Figure 1. Sequential cells grouped by signal name.
Drawn at 4 px/micron. Other sequential cells in the stronger grey, the rest of the logic in the fainter grey.
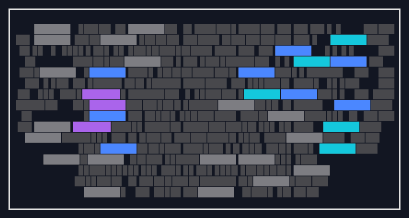
Figure 2. Clock nets.
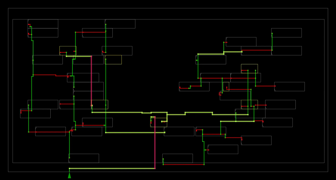
Figure 3. Signal wires on met3.
Drawn at 6 px/micron.
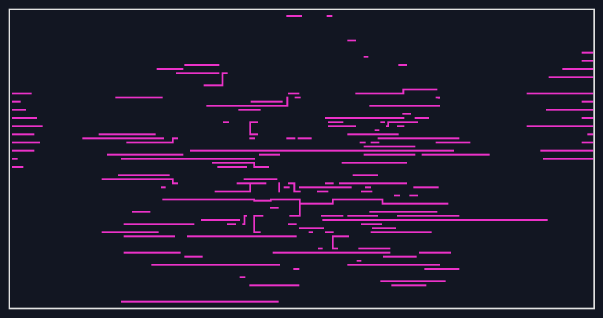
## src/rtl/mem_arbiter_pkg.sv

```systemverilog
// Shared definitions for the program/data memory arbiter.
//   ArbAw / ArbDw : default address and data widths of the memory bus
//   CntW          : width of the per-grant host transaction counter
//   arb_state_e   : arbiter ownership state
//   host_owns()   : true in the states where the host drives the memory
package mem_arbiter_pkg;

    localparam int unsigned ArbAw = 5;
    localparam int unsigned ArbDw = 8;
    localparam int unsigned CntW  = 8;

    typedef enum logic [2:0] {
        StCpu,
        StDrain,
        StHost,
        StHwr,
        StHrd1,
        StHrd2,
        StRelease
    } arb_state_e;

    function automatic logic host_owns(arb_state_e s);
        return (s == StHost) || (s == StHwr) || (s == StHrd1) || (s == StHrd2);
    endfunction

endpackage

```

## src/rtl/mem_arbiter_txn_counter.sv

```systemverilog
// Host transaction counter and fairness flag for the memory arbiter.
//   clk, rst_n    : clock, asynchronous active-low reset
//   inc           : one host transaction accepted this cycle
//   clr           : clear the count (grant is being released)
//   set_fair      : host grant just ended, CPU must run one instruction
//   cpu_boundary  : CPU instruction-boundary indication
//   at_limit      : count has reached HOST_MAX
//   fair          : host re-grant is blocked
module mem_arbiter_txn_counter
    import mem_arbiter_pkg::*;
#(
    parameter int unsigned HOST_MAX = 16
) (
    input  logic clk,
    input  logic rst_n,
    input  logic inc,
    input  logic clr,
    input  logic set_fair,
    input  logic cpu_boundary,
    output logic at_limit,
    output logic fair
);

    localparam logic [CntW-1:0] Limit = CntW'(HOST_MAX);

    logic [CntW-1:0] count_q, count_d;
    logic            fair_q, fair_d;
    logic            seen_low_q, seen_low_d;

    always_comb begin
        count_d = count_q;
        if (clr) begin
            count_d = '0;
        end else if (inc) begin
            count_d = count_q + 8'd1;
        end
    end

    // Fairness: once set, wait for the boundary to be seen low, then high
    // again; that re-rise marks a complete CPU instruction.
    always_comb begin
        fair_d     = fair_q;
        seen_low_d = seen_low_q;
        if (set_fair) begin
            fair_d     = 1'b1;
            seen_low_d = 1'b0;
        end else if (fair_q) begin
            if (!cpu_boundary) begin
                seen_low_d = 1'b1;
            end else if (seen_low_q) begin
                fair_d     = 1'b0;
                seen_low_d = 1'b0;
            end
        end
    end

    always_ff @(posedge clk or negedge rst_n) begin
        if (!rst_n) begin
            count_q    <= '0;
            fair_q     <= 1'b0;
            seen_low_q <= 1'b0;
        end else begin
            count_q    <= count_d;
            fair_q     <= fair_d;
            seen_low_q <= seen_low_d;
        end
    end

    assign at_limit = (count_q == Limit);
    assign fair     = fair_q;

endmodule

```

## src/rtl/mem_arbiter.sv

```systemverilog
// Two-master arbiter for the single-port program/data memory.
// The CPU owns the memory by default; the host may take it only at a CPU
// instruction boundary while the CPU is frozen by cpu_hold.
//   clk, rst_n                      : clock, asynchronous active-low reset
//   cpu_rd/wr/addr/wdata            : CPU memory request (pass-through when CPU owns)
//   cpu_rdata                       : memory read data to CPU (always mem_rdata)
//   cpu_boundary                    : CPU is at first fetch state, nothing pending
//   cpu_hold                        : freezes the CPU state register
//   host_req / host_gnt             : host ownership request / grant
//   host_valid/we/addr/wdata/ready  : host transaction handshake
//   host_rdata / host_rvalid        : host read return, one-cycle strobe
//   mem_rd/wr/addr/wdata/rdata      : memory macro port
module mem_arbiter
    import mem_arbiter_pkg::*;
#(
    parameter int unsigned AW       = ArbAw,
    parameter int unsigned DW       = ArbDw,
    parameter int unsigned HOST_MAX = 16
) (
    input  logic          clk,
    input  logic          rst_n,
    // CPU side
    input  logic          cpu_rd,
    input  logic          cpu_wr,
    input  logic [AW-1:0] cpu_addr,
    input  logic [DW-1:0] cpu_wdata,
    output logic [DW-1:0] cpu_rdata,
    input  logic          cpu_boundary,
    output logic          cpu_hold,
    // Host side
    input  logic          host_req,
    output logic          host_gnt,
    input  logic          host_valid,
    input  logic          host_we,
    input  logic [AW-1:0] host_addr,
    input  logic [DW-1:0] host_wdata,
    output logic          host_ready,
    output logic [DW-1:0] host_rdata,
    output logic          host_rvalid,
    // Memory side
    output logic          mem_rd,
    output logic          mem_wr,
    output logic [AW-1:0] mem_addr,
    output logic [DW-1:0] mem_wdata,
    input  logic [DW-1:0] mem_rdata
);

    arb_state_e    state_q, state_d;
    logic [AW-1:0] addr_q;
    logic [DW-1:0] wdata_q;
    logic [DW-1:0] rdata_q;
    logic          rvalid_q;

    logic capture;
    logic cnt_inc;
    logic cnt_clr;
    logic set_fair;
    logic at_limit;
    logic fair;

    mem_arbiter_txn_counter #(
        .HOST_MAX (HOST_MAX)
    ) u_txn_counter (
        .clk          (clk),
        .rst_n        (rst_n),
        .inc          (cnt_inc),
        .clr          (cnt_clr),
        .set_fair     (set_fair),
        .cpu_boundary (cpu_boundary),
        .at_limit     (at_limit),
        .fair         (fair)
    );

    always_comb begin
        state_d    = state_q;
        cpu_hold   = 1'b1;
        host_gnt   = host_owns(state_q);
        host_ready = 1'b0;
        mem_rd     = 1'b0;
        mem_wr     = 1'b0;
        mem_addr   = addr_q;
        mem_wdata  = wdata_q;
        capture    = 1'b0;
        cnt_inc    = 1'b0;
        cnt_clr    = 1'b0;
        set_fair   = 1'b0;

        unique case (state_q)
            StCpu: begin
                cpu_hold  = 1'b0;
                mem_rd    = cpu_rd;
                mem_wr    = cpu_wr;
                mem_addr  = cpu_addr;
                mem_wdata = cpu_wdata;
                if (host_req && !fair) begin
                    state_d = StDrain;
                end
            end
            StDrain: begin
                // CPU is frozen but its last strobes still reach the memory.
                mem_rd    = cpu_rd;
                mem_wr    = cpu_wr;
                mem_addr  = cpu_addr;
                mem_wdata = cpu_wdata;
                if (!host_req) begin
                    state_d = StCpu;
                end else if (cpu_boundary) begin
                    state_d = StHost;
                end
            end
            StHost: begin
                // Refuse further work once the per-grant quota is used up.
                host_ready = !at_limit;
                if (at_limit) begin
                    state_d = StRelease;
                end else if (host_valid) begin
                    capture = 1'b1;
                    cnt_inc = 1'b1;
                    state_d = host_we ? StHwr : StHrd1;
                end else if (!host_req) begin
                    state_d = StRelease;
                end
            end
            StHwr: begin
                mem_wr  = 1'b1;
                state_d = StHost;
            end
            StHrd1: begin
                mem_rd  = 1'b1;
                state_d = StHrd2;
            end
            StHrd2: begin
                mem_rd  = 1'b1;
                state_d = StHost;
            end
            StRelease: begin
                cnt_clr  = 1'b1;
                set_fair = 1'b1;
                state_d  = StCpu;
            end
            default: begin
                state_d = StCpu;
            end
        endcase
    end

    always_ff @(posedge clk or negedge rst_n) begin
        if (!rst_n) begin
            state_q  <= StCpu;
            addr_q   <= '0;
            wdata_q  <= '0;
            rdata_q  <= '0;
            rvalid_q <= 1'b0;
        end else begin
            state_q  <= state_d;
            rvalid_q <= (state_q == StHrd2);
            if (capture) begin
                addr_q  <= host_addr;
                wdata_q <= host_wdata;
            end
            if (state_q == StHrd2) begin
                rdata_q <= mem_rdata;
            end
        end
    end

    assign cpu_rdata   = mem_rdata;
    assign host_rdata  = rdata_q;
    assign host_rvalid = rvalid_q;

endmodule

```

## config.mk

```make
export PLATFORM = sky130hd
export DESIGN_NAME = mem_arbiter
export DESIGN_NICKNAME = d
export VERILOG_FILES = /design/src/rtl/mem_arbiter_pkg.sv /design/src/rtl/mem_arbiter_txn_counter.sv /design/src/rtl/mem_arbiter.sv
export SDC_FILE = /design/constraint.sdc
export NUM_CORES = 1
export LEC_CHECK = 0
export ABC_AREA = 1
export CAP_MARGIN = 20
export CORE_ASPECT_RATIO = 0.5
export CORE_UTILIZATION = 44
export DETAILED_ROUTE_END_ITERATION = 7
export MAX_ROUTING_LAYER = met4
export PLACE_DENSITY = 0.88
export SETUP_SLACK_MARGIN = 0.3
export SKIP_LAST_GASP = 1
export SLEW_MARGIN = 20
export SYNTH_ARGS = -nofsm -noshare
export SYNTH_HDL_FRONTEND = slang
export SYNTH_SLANG_ARGS = --single-unit
```

## constraint.sdc

```tcl
create_clock -name clk -period 1.8 [get_ports clk]
set_input_delay 0.18 -clock clk [delete_from_list [all_inputs] [get_ports clk]]
set_output_delay 0.18 -clock clk [all_outputs]
set_load 0.05 [all_outputs]
```

==> qor.rpt <==
========================================================================
Power density over the cells .............................. 2050 nW/um^2
Startpoint type of the worst setup path ...................         flop
Number of top-level pins ..................................           77
Amount of wire on met3 after detailed routing .............  847 microns
Number of filler instances in the final layout ............          214
Group drawing the most power .............................. combinational logic
Total global routing overflow .............................            0
FF-to-FF Start ............................................ u_txn_counter.count_q[0]$_DFFE_PN0P_
Violated checks ........................................... negative setup slack
Flip-flop and latch count after synthesis .................           35
Part of the total power dissipated in combinational logic .        70.6%
Met1 Usage GRT ............................................        33.7%
Number of nets with antenna violations after routing ......            0
Peak Freq .................................................      528 MHz
Smallest setup slack after layout .........................   -0.0940 ns
Final setup violation count ...............................           14
Cell area after synthesis .................................   2000 sq um
Top cells by count, synth ................................. nand2_1, dfrtp_1, nor2_1
Worst Path Max Fanout .....................................            7
XORs/XNORs by Area ........................................        1.32%
Syn_area_per_cell .........................................   7.95 sq um
Status .................................................... finished, violations left
Syn_nets ..................................................          295
Highest Signal Layer ......................................         met4
Worst ir drop on vdd ......................................    0.00142 V
Met2 usage ................................................        49.5%
Max-capacitance violation count ...........................            0
Worst reg2reg path endpoint ............................... u_txn_counter.count_q[4]$_DFFE_PN0P_
========================================================================
-- Figure 1 (at the start) --
| netlist name | colour | sequential cells |
|---|---|---|
| wdata_q | blue | 8 |
| state_q | purple | 3 |
| addr_q | cyan | 5 |
not coloured: 19
sequential power: 1.40 mW
register fraction of the total cell area: 26.4%
total area of sequential cells: 878 sq um

-- Figure 2 (at the start) --
clock group power: 602 uW
Layout Skew: 0.00527 ns
number of clock buffer instances in the layout: 6

-- Figure 3 (at the start) --
wire length on this layer: 847 microns
longest straight run: 43.7 microns
share of all routed wire: 11%
main direction: horizontal
met3 Usage GRT: 6.95%
number of vias in the routed layout: 2329

==> state kept, by name, summed over array words and instances, names as in the netlist <==
name and cells:
host_rdata 8, u_txn_counter.count_q 8, addr_q 5, u_txn_counter.fair 1, state_q 3, wdata_q 8
u_txn_counter.seen_low_q 1, host_rvalid 1
==> metrics by stage <==
step	area [sq um]	worst slack, ns	setup TNS (ns)	std cells	utilization (%)
4_1_cts	3080	-0.0373	-0.340	390	74.8
3_5_place_dp	2750	0.00614	0	372	66.6
3_3_place_gp	2750	0.129	0	372	66.6
2_1_floorplan	2020	0.195	0	251	-
5_1_grt	3320	-0.113	-1.30	401	80.6
6_report	3320	-0.0940	-1.02	401	80.6
==> area by class of cell <==
cell class	count	area [sq um]	share of cell area, %
clock inverters	1	5.00	0.151
inverters	23	98.8	2.97
repair buffers	101	1040	31.4
flip-flops and latches	35	878	26.4
clock buffers	6	82.6	2.48
well taps	54	67.6	2.03
multi-input cells	181	1150	34.5
==> worst max-delay path, cell delays in order, from the launching register on <==
cell and delay [ns]:
dfrtp_2 0.46, buf_12 0.13, nand3_4 0.16, nand2_8 0.18, mux2_4 0.32, buf_6 0.16
==> worst max-delay path by stage <==
stage / slack, ns / from / to
2_1_floorplan: 0.20 / state_q[0]$_DFFE_PN0P_ / host_gnt
3_3_place_gp: 0.13 / state_q[1]$_DFFE_PN0P_ / mem_wdata[7]
3_5_place_dp: 0.006 / state_q[1]$_DFFE_PN0P_ / mem_wdata[7]
4_1_cts: -0.04 / state_q[0]$_DFFE_PN0P_ / mem_wdata[7]
5_1_grt: -0.11 / state_q[0]$_DFFE_PN0P_ / mem_wdata[3]
6_report: -0.09 / state_q[0]$_DFFE_PN0P_ / mem_wdata[3]
Power and IR drop assume default switching activity.
